File: src/rtl/axi4_burst_read_master.sv
// AXI4 burst read master: one local request becomes one or more INCR bursts,
// split at MAX_BURST_LEN and 4KB, with returned beats streamed to the consumer.
module axi4_burst_read_master #(
  parameter int AXI_ID_WIDTH    = 1,
  parameter int AXI_ADDR_WIDTH  = 32,
  parameter int AXI_DATA_WIDTH  = 64,
  parameter int AXI_RUSER_WIDTH = 1,
  parameter int MAX_BURST_LEN   = 16,
  parameter int REQ_LEN_WIDTH   = 8
) (
  input  logic                       clk,
  input  logic                       reset,
  input  logic                       req_valid,
  output logic                       req_ready,
  input  logic [AXI_ADDR_WIDTH-1:0]  req_addr,
  input  logic [REQ_LEN_WIDTH-1:0]   req_len,
  output logic                       rsp_valid,
  input  logic                       rsp_ready,
  output logic [AXI_DATA_WIDTH-1:0]  rsp_data,
  output logic                       rsp_last,
  output logic                       done,
  output logic                       done_err,
  output logic [AXI_ID_WIDTH-1:0]    axi_arid,
  output logic [AXI_ADDR_WIDTH-1:0]  axi_araddr,
  output logic [7:0]                 axi_arlen,
  output logic [2:0]                 axi_arsize,
  output logic [1:0]                 axi_arburst,
  output logic [3:0]                 axi_arcache,
  output logic [2:0]                 axi_arprot,
  output logic [3:0]                 axi_arqos,
  output logic [3:0]                 axi_arregion,
  output logic                       axi_arvalid,
  input  logic                       axi_arready,
  input  logic [AXI_ID_WIDTH-1:0]    axi_rid,
  input  logic [AXI_DATA_WIDTH-1:0]  axi_rdata,
  input  logic [1:0]                 axi_rresp,
  input  logic                       axi_rlast,
  input  logic [AXI_RUSER_WIDTH-1:0] axi_ruser,
  input  logic                       axi_rvalid,
  output logic                       axi_rready
);

  localparam int BYTES = AXI_DATA_WIDTH / 8;
  localparam int LSB   = $clog2(BYTES);
  localparam int RW    = REQ_LEN_WIDTH + 1;
  localparam int CW    = (RW > 13) ? RW : 13;

  typedef enum logic [1:0] {IDLE, ADDR, DATA} state_t;

  state_t                    state_q, state_d;
  logic [AXI_ADDR_WIDTH-1:0] addr_q;
  logic [RW-1:0]             rem_q;
  logic [8:0]                seg_q, cnt_q;
  logic                      err_q, done_q, done_err_q;

  logic [12:0]   bnd_bytes;
  logic [CW-1:0] rem_w, mbl_w, bnd_w, seg_w;
  logic          beat, seg_end, final_seg, req_done, beat_err;
  logic          unused_ok;

  // Beats left before the next 4KB page, in data-width units
  assign bnd_bytes = 13'h1000 - {1'b0, addr_q[11:0]};
  assign bnd_w     = CW'(bnd_bytes >> LSB);
  assign rem_w     = CW'(rem_q);
  assign mbl_w     = CW'(MAX_BURST_LEN);

  always_comb begin
    seg_w = rem_w;
    if (mbl_w < seg_w) seg_w = mbl_w;
    if (bnd_w < seg_w) seg_w = bnd_w;
  end

  assign beat      = (state_q == DATA) && axi_rvalid && rsp_ready;
  assign seg_end   = beat && (cnt_q == '0);
  assign final_seg = (rem_q == RW'(seg_q));
  assign req_done  = seg_end && final_seg;
  assign beat_err  = axi_rresp[1]
                   | (axi_rlast != (cnt_q == '0))
                   | (axi_rid != '0);

  assign axi_arid     = '0;
  assign axi_araddr   = addr_q;
  assign axi_arlen    = (state_q == ADDR) ? 8'(seg_w - CW'(1)) : 8'd0;
  assign axi_arsize   = 3'(LSB);
  assign axi_arburst  = 2'b01;
  assign axi_arcache  = 4'b0;
  assign axi_arprot   = 3'b0;
  assign axi_arqos    = 4'b0;
  assign axi_arregion = 4'b0;
  assign rsp_data     = axi_rdata;
  assign done         = done_q;
  assign done_err     = done_err_q;
  assign unused_ok    = ^{axi_ruser, axi_rresp[0]};

  always_comb begin
    state_d     = state_q;
    req_ready   = 1'b0;
    axi_arvalid = 1'b0;
    axi_rready  = 1'b0;
    rsp_valid   = 1'b0;
    rsp_last    = 1'b0;
    unique case (state_q)
      IDLE: begin
        req_ready = 1'b1;
        if (req_valid) state_d = ADDR;
      end
      ADDR: begin
        axi_arvalid = 1'b1;
        if (axi_arready) state_d = DATA;
      end
      DATA: begin
        rsp_valid  = axi_rvalid;
        axi_rready = rsp_ready;
        rsp_last   = (cnt_q == '0) && final_seg;
        if (seg_end) state_d = final_seg ? IDLE : ADDR;
      end
      default: state_d = IDLE;
    endcase
  end

  always_ff @(posedge clk) begin
    if (reset) begin
      state_q    <= IDLE;
      addr_q     <= '0;
      rem_q      <= '0;
      seg_q      <= '0;
      cnt_q      <= '0;
      err_q      <= 1'b0;
      done_q     <= 1'b0;
      done_err_q <= 1'b0;
    end else begin
      state_q    <= state_d;
      done_q     <= req_done;
      done_err_q <= req_done & (err_q | beat_err);
      if (state_q == IDLE && req_valid) begin
        addr_q <= req_addr & ~AXI_ADDR_WIDTH'(BYTES - 1);
        rem_q  <= {1'b0, req_len} + RW'(1);
        err_q  <= 1'b0;
      end
      if (state_q == ADDR && axi_arready) begin
        seg_q <= 9'(seg_w);
        cnt_q <= 9'(seg_w) - 9'd1;
      end
      if (beat) begin
        err_q <= err_q | beat_err;
        cnt_q <= cnt_q - 9'd1;
        if (seg_end) begin
          addr_q <= addr_q + (AXI_ADDR_WIDTH'(seg_q) << LSB);
          rem_q  <= rem_q - RW'(seg_q);
        end
      end
    end
  end

endmodule

File: config.mk
export PLATFORM = sky130hd
export DESIGN_NAME = axi4_burst_read_master
export DESIGN_NICKNAME = d
export VERILOG_FILES = /design/src/rtl/axi4_burst_read_master.sv
export SDC_FILE = /design/constraint.sdc
export NUM_CORES = 1
export LEC_CHECK = 0
export ABC_CLOCK_PERIOD_IN_PS = 7140
export CAP_MARGIN = 5
export CORE_UTILIZATION = 46
export CTS_BUF_LIST = sky130_fd_sc_hd__clkbuf_8 sky130_fd_sc_hd__clkbuf_16
export CTS_CLUSTER_DIAMETER = 120
export DETAILED_ROUTE_END_ITERATION = 10
export PLACE_DENSITY_LB_ADDON = 0.3
export SLEW_MARGIN = 20
export SYNTH_ARGS = -nofsm -noshare
export SYNTH_HDL_FRONTEND = slang
export SYNTH_SLANG_ARGS = --single-unit
File: constraint.sdc
create_clock -name clk -period 7.14 [get_ports clk]
set_input_delay 0.714 -clock clk [delete_from_list [all_inputs] [get_ports clk]]
set_output_delay 0.714 -clock clk [all_outputs]
set_load 0.02 [all_outputs]
==> flow_metrics.env, run 1 <==
# physical design summary
export IMPL_gp_congestion=0.8653
export IMPL_p_clk_mw=0.467
export IMPL_slew_limit_headroom_pct=38.64
export IMPL_drtIter0Drc=294
export IMPL_crit_start="axi_araddr[4]$_SDFF_PP0_"
export IMPL_xor_area_share_pct=4.773
export IMPL_cts_sinks=64
export IMPL_clock_latency_ns=0.33
export IMPL_wl_per_cell_um=16.85
export IMPL_synth_warnings=0
export IMPL_cts_resized=0
export IMPL_dp_hpwl_um=10950
export IMPL_critPathLaunchType="register"
export IMPL_register_area_um2=1281
export IMPL_io_pins=247
export IMPL_synth_edff_count=0
export IMPL_fp_util_pct=47.60
export IMPL_powerDensity_nw_per_um2=242.9
export IMPL_drc_errors=16
export IMPL_ys_sh_simple_pct=23.61
export IMPL_via_per_inst=5.860
export IMPL_layout_top_cells="clkdlybuf4s50_1, nand2_1, dfxtp_1"
export IMPL_num_nets_final=884
export IMPL_rr_startpoint="axi_araddr[4]$_SDFF_PP0_"
export IMPL_grt_use_total_pct=23.60
export IMPL_grt_max_degree=61
export IMPL_slowest_stage="clkdlybuf4s50_1"
export IMPL_fin_cells=888
export IMPL_min_period_ns=6.004
export IMPL_synth_cells=727
export IMPL_logic_gate_count=541
export IMPL_pg_seq_mw=0.427
export IMPL_common_cells="buf_4, nand2_1, dfxtp_1"
export IMPL_cts_tree="yes"
export IMPL_dp_cells=872
export IMPL_status="finished with violations"
export IMPL_fp_dieW_um=111.4
export IMPL_clock_cell_area_share_pct=5.006
export IMPL_finalClockSkew_ns=0.01006
export IMPL_post_cts_buffers=0
export IMPL_worst_r2r_setup_slack_ns=2.06
export IMPL_synthMuxAreaShare_pct=0.9318
export IMPL_vias=5204
export IMPL_postSynthAreaPerCell_um2=7.573
export IMPL_grt_util_met3_pct=5.063
export IMPL_grt_util_met2_pct=38.21
export IMPL_yosys_area_top_type_share_pct=23.27
export IMPL_route_met2_wl_um=6921
export IMPL_crit_path_max_incr_delay_ns=0.62
export IMPL_violations="design-rule violations"
export IMPL_hold_worst_slack_ns=0.5115
export IMPL_taps=143
export IMPL_path_buffers=1
export IMPL_synth_distinct_cells=75
export IMPL_drv_cap=0
==> run_1/final_placement.png <==
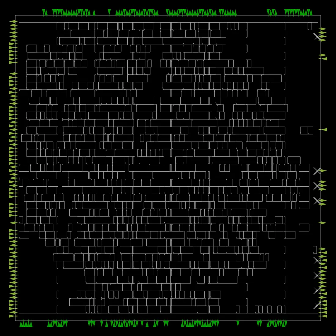
core footprint: 11560 µm²
flop share of the area: 20.42%

==> run_1/cell_classes.png <==
Scale bar: 20 µm.
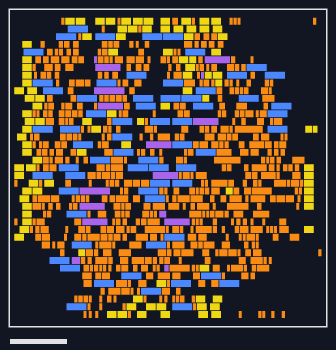
legend:
  all other logic:
    color: orange
    cells: 565
  flops:
    color: blue
    cells: 64
  clock drivers and dummy loads:
    color: purple
    cells: 16
  other buffers and delay cells:
    color: yellow
    cells: 100

==> run_1/met2.png <==
Cells faint in the background.
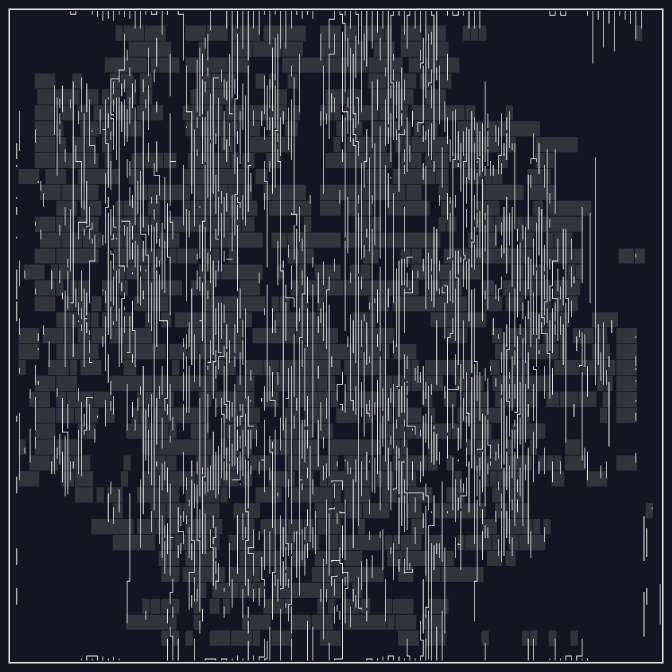
main direction: vertical
nets with wire on the layer: 712
wire length on this layer: 6920 µm

==> run_1/gate_families.png <==
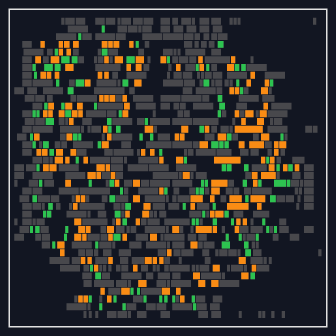

==> run 2: changes to the inputs <==
--- a/config.mk
+++ b/config.mk
@@ -5,9 +5,9 @@
 export SDC_FILE = /design/constraint.sdc
 export NUM_CORES = 1
 export LEC_CHECK = 0
-export ABC_CLOCK_PERIOD_IN_PS = 7140
+export ABC_CLOCK_PERIOD_IN_PS = 4900
 export CAP_MARGIN = 5
-export CORE_UTILIZATION = 46
+export CORE_UTILIZATION = 39
 export CTS_BUF_LIST = sky130_fd_sc_hd__clkbuf_8 sky130_fd_sc_hd__clkbuf_16
 export CTS_CLUSTER_DIAMETER = 120
 export DETAILED_ROUTE_END_ITERATION = 10
==> constraint.sdc (replaced) <==
create_clock -name clk -period 4.9 [get_ports clk]
set_input_delay 0.49 -clock clk [delete_from_list [all_inputs] [get_ports clk]]
set_output_delay 0.49 -clock clk [all_outputs]
set_load 0.02 [all_outputs]
==> run_2/gate_families.png <==
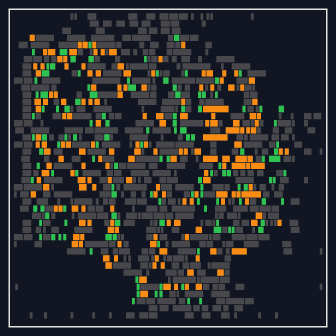
legend:
  inverting AOI/OAI gates:
    color: orange
    cells: 172
  NAND gates:
    color: green
    cells: 128

==> run 2 against run 1 <==
  * The flow now finishes without violations
  * Clock power is 54% higher
  * Synthesized area is the same
  * Power is 52% higher
  * Die area grew 18%
  * Cell area grew 3.6%
  * Non-clock buffer count rose by 22
  * Worst setup slack got worse by 0.91 ns
==> flow_metrics.env, run 2 <==
# physical design summary
export IMPL_grt_util_met2_pct=36.75
export IMPL_status="completed"
export IMPL_crit_chain="or4_4 > nor2_1 > nand2_1 > xor2_2 > ha_1 > a21oi_1 > a21boi_0 > a211oi_1 > buf_4 > o31ai_4 > or3_1 > o22ai_2 > buf_4 > nand2_1 > xnor2_1 > nor2_1 > dlygate4sd2_1"
export IMPL_max_slew_worst_pin_slew_ns=0.9328
export IMPL_cts_sinks=64
export IMPL_nFillCells=1386
export IMPL_synth_flops=64
export IMPL_synth_warnings=0
export IMPL_hold_worst_slack_ns=0.5077
export IMPL_drtIter0Drc=350
export IMPL_drv_cap=0
export IMPL_antenna_cells=0
export IMPL_route_met2_wl_um=7378
export IMPL_internal_power_mw=1.446
export IMPL_common_cells="buf_4, nand2_1, dfxtp_1"
export IMPL_dp_hpwl_um=11500
export IMPL_dp_cells=929
export IMPL_ys_sh_simple_pct=23.61
export IMPL_grt_use_total_pct=21.75
export IMPL_xor_area_share_pct=4.773
export IMPL_cts_tree="yes"
export IMPL_grt_pass1_wl_um=25390
export IMPL_yosys_area_top_type_share_pct=23.27
export IMPL_finalClockSkew_ns=0.01037
export IMPL_rr_startpoint="axi_araddr[2]$_SDFFE_PP0P_"
export IMPL_crit_start="axi_araddr[2]$_SDFFE_PP0P_"
export IMPL_path_buffers=3
export IMPL_grt_util_met3_pct=4.670
export IMPL_drc_errors=0
export IMPL_numSequentialCells=64
export IMPL_yosysSeqAreaShare_pct=23.27
export IMPL_synth_distinct_cells=75
export IMPL_post_cts_buffers=0
export IMPL_worst_r2r_setup_slack_ns=0.46
export IMPL_p_clk_mw=0.717
export IMPL_grt_max_degree=60
export IMPL_vias=5347
export IMPL_min_period_ns=4.676
export IMPL_slowest_stage="or4_4"
export IMPL_register_area_um2=1281
export IMPL_via_per_inst=5.646
export IMPL_hold_violations=0
export IMPL_worst_slack_ns=0.2241
export IMPL_num_nets_final=906
export IMPL_grt_pass1_vias=5194
export IMPL_clock_latency_ns=0.35
export IMPL_critPathLaunchType="register"
export IMPL_pg_seq_mw=0.612
export IMPL_synthMuxAreaShare_pct=0.9318
export IMPL_slew_limit_headroom_pct=37.74
export IMPL_core_area_um2=13830
export IMPL_synth_cells=727
export IMPL_postSynthAreaPerCell_um2=7.573
export IMPL_drt_wl_total_um=15670
export IMPL_logic_gate_count=541
export IMPL_powerDensity_nw_per_um2=356.7
export IMPL_setup_viol=0
export IMPL_logic_family="AND-OR/OR-AND gates"
export IMPL_gp_congestion=0.8869
export IMPL_io_pins=247
export IMPL_clock_cell_area_share_pct=5.041
export IMPL_ant_nets=0
export IMPL_cts_resized=8
export IMPL_drive_above_1_share_pct=10.56
export IMPL_top_area_cell="dfxtp_1"
export IMPL_p_comb_share_pct=42.7
export IMPL_cts_root_buf="clkbuf_16"
export IMPL_layout_top_cells="clkdlybuf4s50_1, nand2_1, dfxtp_1"
export IMPL_fp_dieW_um=120.8
export IMPL_power_switching_mw=0.8729
export IMPL_fin_cells=947
export IMPL_fp_util_pct=39.82
export IMPL_taps=180
export IMPL_sh_seq_area_pct=19.70
export IMPL_wl_per_cell_um=16.55
export IMPL_synth_edff_count=0
==> run_2/cell_classes.png <==
Scale bar: 20 µm.
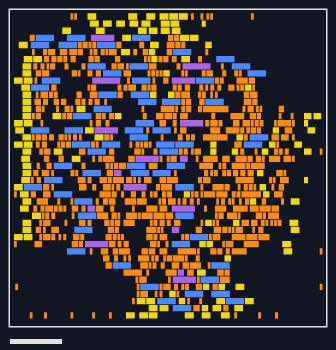

==> run 3: changes to the inputs <==
==> constraint.sdc (replaced) <==
create_clock -name clk -period 4.9 [get_ports clk]
set_input_delay 0.49 -clock clk [delete_from_list [all_inputs] [get_ports clk]]
set_output_delay 0.49 -clock clk [all_outputs]
set_load 0.05 [all_outputs]
==> run_3/cell_classes.png <==
Scale bar: 20 µm.
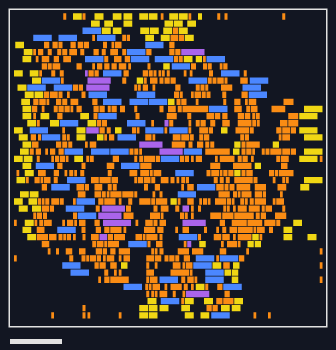
legend:
  clock drivers and dummy loads:
    color: purple
    cells: 16
  flops:
    color: blue
    cells: 64
  other buffers and delay cells:
    color: yellow
    cells: 113
  all other logic:
    color: orange
    cells: 565

==> run 3 against run 2 <==
  * Final cell count decreased by 0.95%
  * Sequential power rose by 0.8%
  * Largest power group unchanged
  * Power up 3.8%
  * Critical endpoint unchanged
  * Flip-flop count unchanged
  * Maximum frequency fell by 0.71%
  * First-iteration DRC count fell by 26%
  * Critical path type unchanged
  * Largest cell class unchanged
  * Routed wire length is 1.4% lower
  * Worst hold slack worse by 0.023 ns
  * Cell area increased by 0.60%
  * Combinational power increased by about 20%
  * Die area is the same
  * Via count shrank 1.6%
==> flow_metrics.env, run 3 <==
# physical design summary
export IMPL_crit_path_end_kind="output pin"
export IMPL_yosys_area_top_type_share_pct=23.27
export IMPL_drv_cap=0
export IMPL_hold_worst_slack_ns=0.4843
export IMPL_layout_top_cells="clkdlybuf4s50_1, nand2_1, dfxtp_1"
export IMPL_cp_endpoint="axi_arlen[4]"
export IMPL_rr_startpoint="axi_araddr[4]$_SDFF_PP0_"
export IMPL_logic_gate_count=541
export IMPL_worst_slack_ns=0.1909
export IMPL_grt_pass1_vias=4997
export IMPL_slew_limit_headroom_pct=37.48
export IMPL_crit_start="axi_araddr[4]$_SDFF_PP0_"
export IMPL_synth_cells=727
export IMPL_taps=180
export IMPL_hold_violations=0
export IMPL_grt_use_total_pct=21.42
export IMPL_path_buffers=2
export IMPL_finalClockSkew_ns=0.006292
export IMPL_pg_seq_mw=0.617
export IMPL_crit_path_max_incr_delay_ns=0.60
export IMPL_crit_chain="or4_1 > nor2_1 > nand2_1 > xor2_2 > ha_1 > nand4_1 > nor2_1 > o31ai_2 > a2bb2oi_2 > nor2_4 > buf_4 > a21oi_4 > ha_2 > nand2_1 > xnor2_1 > nor2_4 > buf_12"
export IMPL_ctsLongestPathBuffers=2
export IMPL_drtIter0Drc=258
export IMPL_fin_cells=938
export IMPL_ant_nets=0
export IMPL_post_cts_buffers=0
export IMPL_synth_flops=64
export IMPL_max_slew_worst_pin_slew_ns=0.9355
export IMPL_setup_viol=0
export IMPL_fp_dieW_um=120.8
export IMPL_cts_resized=3
export IMPL_postSynthAreaPerCell_um2=7.573
export IMPL_synth_distinct_cells=75
export IMPL_sh_seq_area_pct=19.59
export IMPL_vias=5264
export IMPL_cts_sinks=64
export IMPL_worst_r2r_setup_slack_ns=0.39
export IMPL_p_clk_share_pct=26.9
export IMPL_crit_fanout=9
export IMPL_p_comb_share_pct=47.4
export IMPL_synthMuxAreaShare_pct=0.9318
export IMPL_dp_hpwl_um=11350
export IMPL_grt_util_met3_pct=4.528
export IMPL_synth_warnings=0
export IMPL_grt_util_met2_pct=36.89
export IMPL_drive_above_1_share_pct=11.08
export IMPL_io_pins=247
export IMPL_ys_sh_simple_pct=23.61
export IMPL_gp_congestion=0.8979
export IMPL_common_cells="buf_4, nand2_1, dfxtp_1"
export IMPL_powerDensity_nw_per_um2=367.9
export IMPL_dp_cells=918
export IMPL_clock_buffers=10
export IMPL_utilization_pct=47.31
export IMPL_yosysSeqAreaShare_pct=23.27
export IMPL_fp_util_pct=39.82
export IMPL_core_area_um2=13830
export IMPL_numSequentialCells=64
export IMPL_critPathLaunchType="register"
export IMPL_drc_errors=0
export IMPL_clock_cell_area_share_pct=4.572
export IMPL_clock_latency_ns=0.33
export IMPL_slowest_stage="or4_1"
export IMPL_p_clk_mw=0.648
export IMPL_drt_wl_total_um=15450
export IMPL_wl_per_cell_um=16.47
export IMPL_cts_tree="yes"
export IMPL_grt_max_degree=42
export IMPL_antenna_cells=0
export IMPL_cts_root_buf="clkbuf_16"
export IMPL_status="completed"
export IMPL_xor_area_share_pct=4.773
export IMPL_via_per_inst=5.612
export IMPL_highest_layer="met4"
export IMPL_top_area_cell="dfxtp_1"
export IMPL_register_area_um2=1281
export IMPL_fmax_ghz=0.2124
export IMPL_power_switching_mw=0.9749
export IMPL_num_nets_final=897
export IMPL_synth_edff_count=0
export IMPL_route_met2_wl_um=7446
export IMPL_cp_num_cells=17
Power is estimated from default activity; no workload was simulated.
